Figure 1. Gate families picked out.
Scale: 8 px per um.
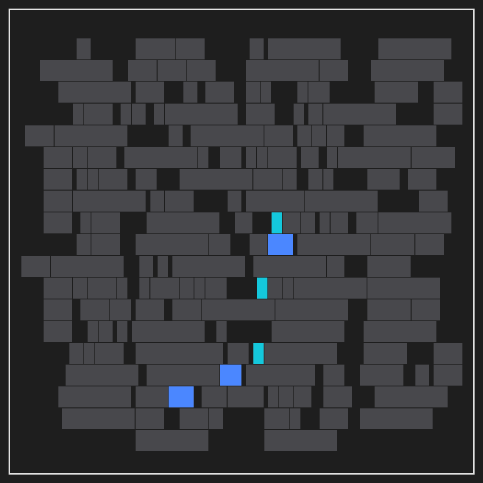
Figure 2. Drive-strength map.
Scale: 8 px per um.
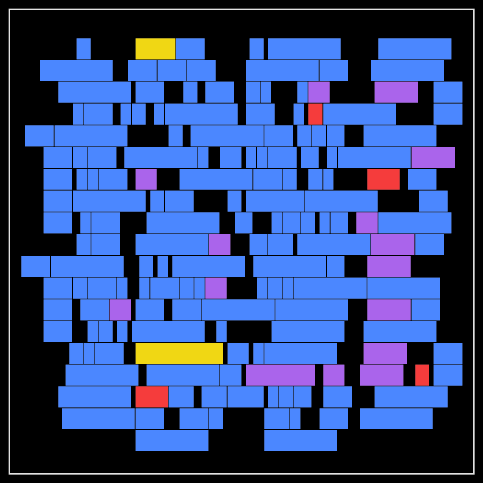
Figure 3. Wires at chosen ports, followed through buffers.
Scale: 4 px per um.
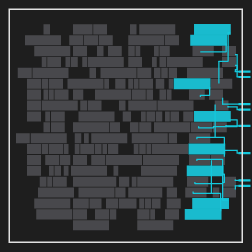
Figure 4. Pin placement.
Scale: 8 px per um. Pins as bars across the die edge, other pins in gray.
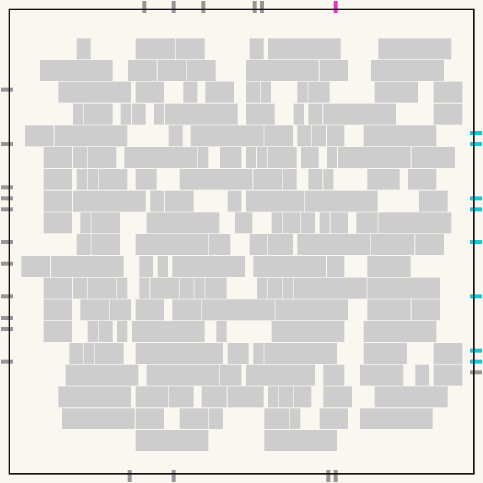
Figure 5. Placed standard cells.
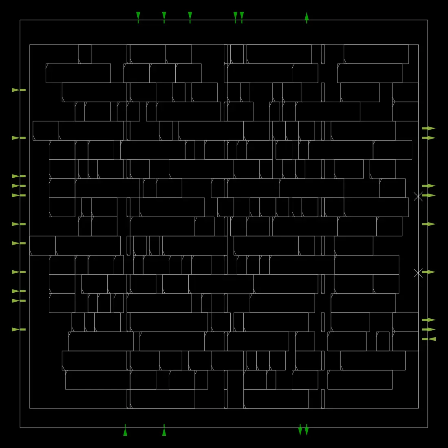
`config.mk`:
```
export PLATFORM = sky130hd
export DESIGN_NAME = serial_subtractor_flat
export DESIGN_NICKNAME = d
export VERILOG_FILES = /design/src/rtl/serial_subtractor_if.sv /design/src/rtl/serial_subtractor.sv /design/src/flat_wrapper.sv
export SDC_FILE = /design/constraint.sdc
export NUM_CORES = 1
export LEC_CHECK = 0
export CORE_UTILIZATION = 55
export CTS_CLUSTER_DIAMETER = 120
export DETAILED_ROUTE_END_ITERATION = 10
export PLACE_DENSITY = 0.84
export SLEW_MARGIN = 15
export SYNTH_ARGS = -nofsm -noshare
export SYNTH_HDL_FRONTEND = slang
export SYNTH_SLANG_ARGS = --single-unit
export TNS_END_PERCENT = 1
```
`constraint.sdc`:
```
create_clock -name clk -period 3.7 [get_ports clk]
set_input_delay 0.37 -clock clk [delete_from_list [all_inputs] [get_ports clk]]
set_output_delay 0.37 -clock clk [all_outputs]
set_load 0.03 [all_outputs]
```
`src/rtl/serial_subtractor_if.sv`:
```
// rtl/serial_subtractor_if.sv - start/busy/done operand and result bundle for serial_subtractor
interface serial_subtractor_if #(
    parameter int WIDTH = 8
) ();
    logic             start;
    logic [WIDTH-1:0] a;
    logic [WIDTH-1:0] b;
    logic             busy;
    logic             done;
    logic [WIDTH-1:0] diff;
    logic             borrow_out;

    // Controller side: issues operations and collects results.
    modport master (
        output start,
        output a,
        output b,
        input  busy,
        input  done,
        input  diff,
        input  borrow_out
    );

    // Subtractor side.
    modport slave (
        input  start,
        input  a,
        input  b,
        output busy,
        output done,
        output diff,
        output borrow_out
    );
endinterface

```
`src/rtl/serial_subtractor.sv`:
```
// rtl/serial_subtractor.sv - bit-serial unsigned a - b, LSB first, one full-subtractor cell
module serial_subtractor #(
    parameter int WIDTH = 8
) (
    input  logic               clk,
    input  logic               rst_n,
    serial_subtractor_if.slave bus
);
    localparam int CW = $clog2(WIDTH + 1);
    localparam logic [CW-1:0] LAST_CNT = CW'(WIDTH - 1);

    typedef enum logic {
        IDLE = 1'b0,
        RUN  = 1'b1
    } state_t;

    state_t           state;
    state_t           state_next;
    logic             accept;
    logic             last;

    logic [WIDTH-1:0] a_sr;
    logic [WIDTH-1:0] b_sr;
    logic [WIDTH-1:0] r_sr;
    logic [WIDTH-1:0] r_shift;
    logic             bin;
    logic [CW-1:0]    cnt;
    logic [WIDTH-1:0] diff_q;
    logic             borrow_q;
    logic             done_q;

    logic             ai;
    logic             bi;
    logic             d;
    logic             bout;

    // State register.
    always_ff @(posedge clk or negedge rst_n) begin
        if (!rst_n) begin
            state <= IDLE;
        end else begin
            state <= state_next;
        end
    end

    // Next state: accept start only when idle, leave RUN on the final bit.
    always_comb begin
        state_next = state;
        accept     = 1'b0;
        last       = 1'b0;
        case (state)
            IDLE: begin
                if (bus.start) begin
                    accept     = 1'b1;
                    state_next = RUN;
                end
            end
            RUN: begin
                if (cnt == LAST_CNT) begin
                    last       = 1'b1;
                    state_next = IDLE;
                end
            end
            default: state_next = IDLE;
        endcase
    end

    // Full-subtractor cell on the current LSBs; the result bit enters from the top.
    always_comb begin
        ai      = a_sr[0];
        bi      = b_sr[0];
        d       = ai ^ bi ^ bin;
        bout    = (~ai & bi) | (~(ai ^ bi) & bin);
        r_shift = {d, r_sr[WIDTH-1:1]};
    end

    // Datapath: load on accept, shift one bit per RUN cycle, publish on the final bit.
    always_ff @(posedge clk or negedge rst_n) begin
        if (!rst_n) begin
            a_sr     <= '0;
            b_sr     <= '0;
            r_sr     <= '0;
            bin      <= 1'b0;
            cnt      <= '0;
            diff_q   <= '0;
            borrow_q <= 1'b0;
            done_q   <= 1'b0;
        end else begin
            done_q <= 1'b0;
            if (accept) begin
                a_sr <= bus.a;
                b_sr <= bus.b;
                r_sr <= '0;
                bin  <= 1'b0;
                cnt  <= '0;
            end else if (state == RUN) begin
                a_sr <= a_sr >> 1;
                b_sr <= b_sr >> 1;
                r_sr <= r_shift;
                bin  <= bout;
                cnt  <= cnt + 1'b1;
                if (last) begin
                    diff_q   <= r_shift;
                    borrow_q <= bout;
                    done_q   <= 1'b1;
                end
            end
        end
    end

    assign bus.busy       = (state == RUN);
    assign bus.done       = done_q;
    assign bus.diff       = diff_q;
    assign bus.borrow_out = borrow_q;
endmodule

```
`src/flat_wrapper.sv`:
```
// flat-port wrapper written by rule: the top's interface ports become plain ports
module serial_subtractor_flat 
#(
    parameter int WIDTH = 8
)
  (clk, rst_n, bus_start, bus_a, bus_b, bus_busy, bus_done, bus_diff, bus_borrow_out);
  serial_subtractor_if #(.WIDTH(WIDTH)) bus_i ();
  input  logic clk;
  input  logic rst_n;
  input wire logic [$bits(bus_i.start)-1:0] bus_start;
  input wire logic [$bits(bus_i.a)-1:0] bus_a;
  input wire logic [$bits(bus_i.b)-1:0] bus_b;
  output wire logic [$bits(bus_i.busy)-1:0] bus_busy;
  output wire logic [$bits(bus_i.done)-1:0] bus_done;
  output wire logic [$bits(bus_i.diff)-1:0] bus_diff;
  output wire logic [$bits(bus_i.borrow_out)-1:0] bus_borrow_out;
  assign bus_i.start = bus_start;
  assign bus_i.a = bus_a;
  assign bus_i.b = bus_b;
  assign bus_busy = bus_i.busy;
  assign bus_done = bus_i.done;
  assign bus_diff = bus_i.diff;
  assign bus_borrow_out = bus_i.borrow_out;
  serial_subtractor #(.WIDTH(WIDTH)) u_core (.clk(clk), .rst_n(rst_n), .bus(bus_i));
endmodule
```
==> results.ini <==
[route]
viasPerCell=5.49
ant_nets=0
drc_errors=2
drt_iter0_markers=21
routed_wirelength_um=2810

[timing]
rsz0062_at_grt=false
hold_viol=0
setup_tns_ns=0
maxSlewViolCount=0
max_freq_mhz=450

[clocking]
postCtsHoldBufs=0
path_clk_slew_ns=0.11
clockBufferDepth=2

[power_and_ir_drop]
p_seq_mw=0.709
share_seq_of_total_power_pct=42.5
irDropWorstVdd_uv=392
powerComb_mw=0.666
p_per_area_mw_per_mm2=803
p_total_mw=1.67
top_power_group=registers

[global_route]
use_met2_pct=34.8
grt_pass1_vias=1166
grt_max_degree=55
busiest_layer=met2
grt_pass1_wl_um=5020

[place]
place_congestion=0.747
placed_cells_incl_taps=196
pre_cts_ws_ns=1.76

[cells_and_area]
antenna_cells=0
drive_above_1_share_pct=12.1

[floorplanning]
rows=19

[worst_setup_path]
reg2reg_from=u_core.bus.busy
r2r-end=u_core.bus.diff[6]
end_kind=output pin

[synth]
ff_type=dfrtp_1
top_cells_by_count=39 x dfrtp_1, 22 x nand2_1, 21 x o21ai_0
ys_types=24
edf_count=0

[outcome]
outcome=complete, but fails checks
violations=DRC

Back to the opening pictures, Figure 1:
inverters: in cyan, cells 3. AND-OR and OR-AND gates: in blue, cells 3.
most instantiated logic cell after routing: dfrtp_1
combinational share of cell area: 32.0%
Post-Layout Cell Count: 204

Back to the opening pictures, Figure 2:
drive 3 to 4: in purple, cells 15, most used mux2_4. drive 2: in red, cells 4, most used mux2_2. drive 6 and up: in yellow, cells 2. drive 1 or less: in blue, cells 152, most used dfrtp_1.
Non-clk bufs: 31
final worst slack: 1.48 ns
area delta synth->final: 20.9%
final instance area: 0.00208 mm^2

Back to the opening pictures, Figure 3:
`bus_diff`: in cyan, bits 8, direction output, end cells 8, buffers 8, wire 142 um.
I/O Pins: 30
port bufs: 29

Back to the opening pictures, Figure 4:
`bus_borrow_out`: in magenta, pins 1, direction output, edge top. `bus_diff`: in cyan, pins 8, direction output, edge right.
All pins by edge: 11 left, 9 right, 6 top, 4 bottom.
Die Y: 57.9 um
die width: 57.9 um

Back to the opening pictures, Figure 5:
flop count: 39
final design utilization: 72.8%

[registers in the layout, indices dropped and copies added, names as in the netlist]
| name | count |
|---|---|
| u_core.a_sr | 8 |
| u_core.b_sr | 8 |
| u_core.bus.diff | 8 |
| u_core.r_sr | 7 |
| u_core.cnt | 4 |
| u_core.bin | 1 |
| u_core.bus.borrow_out | 1 |
| u_core.bus.busy | 1 |
| u_core.bus.done | 1 |
[worst max-delay path, stage by stage (launching register included)]
cell	delay, ns
dfrtp_1	0.35
buf_4	0.40
clkdlybuf4s50_1	0.76
[metrics by stage]
| stage | area, um^2 | util (%) | hold slack [ns] |
|---|---|---|---|
| floorplan | 1720 | - | 0.0744 |
| global placement | 1990 | 69.8 | 0.464 |
| detailed placement | 1990 | 69.8 | 0.471 |
| CTS | 2080 | 72.8 | 0.139 |
| global route | 2080 | 72.8 | 0.166 |
| finish | 2080 | 72.8 | 0.114 |
[cell families after synthesis]
group           after synthesis  synth area share [%]
buf+inv                      13                  4.51
simple gates                 37                  10.7
xor+xnor                      2                  1.02
fa+ha+maj                     2                  1.89
compound gates               26                  8.30
mux                          25                  16.8
flops                        39                  56.8
[final cells by class]
cell class / instances / area (um^2)
clock buffer: 6 / 51.3
clock inverter: 2 / 35.0
fill: 223 / 776
inverter: 3 / 11.3
multi-input combinational: 92 / 664
sequential: 39 / 976
tap: 31 / 38.8
timing repair buffer: 31 / 300
[worst max path at each step]
stage | from | endpoint | slack, ns
2_1_floorplan | u_core.bus.busy | u_core.bus.diff[0] | 2.33
3_3_place_gp | bus_start | u_core.b_sr[3] | 1.81
3_5_place_dp | bus_start | u_core.b_sr[3] | 1.76
4_1_cts | u_core.bus.busy | bus_busy | 1.46
5_1_grt | u_core.bus.busy | bus_busy | 1.38
6_report | u_core.bus.busy | bus_busy | 1.48
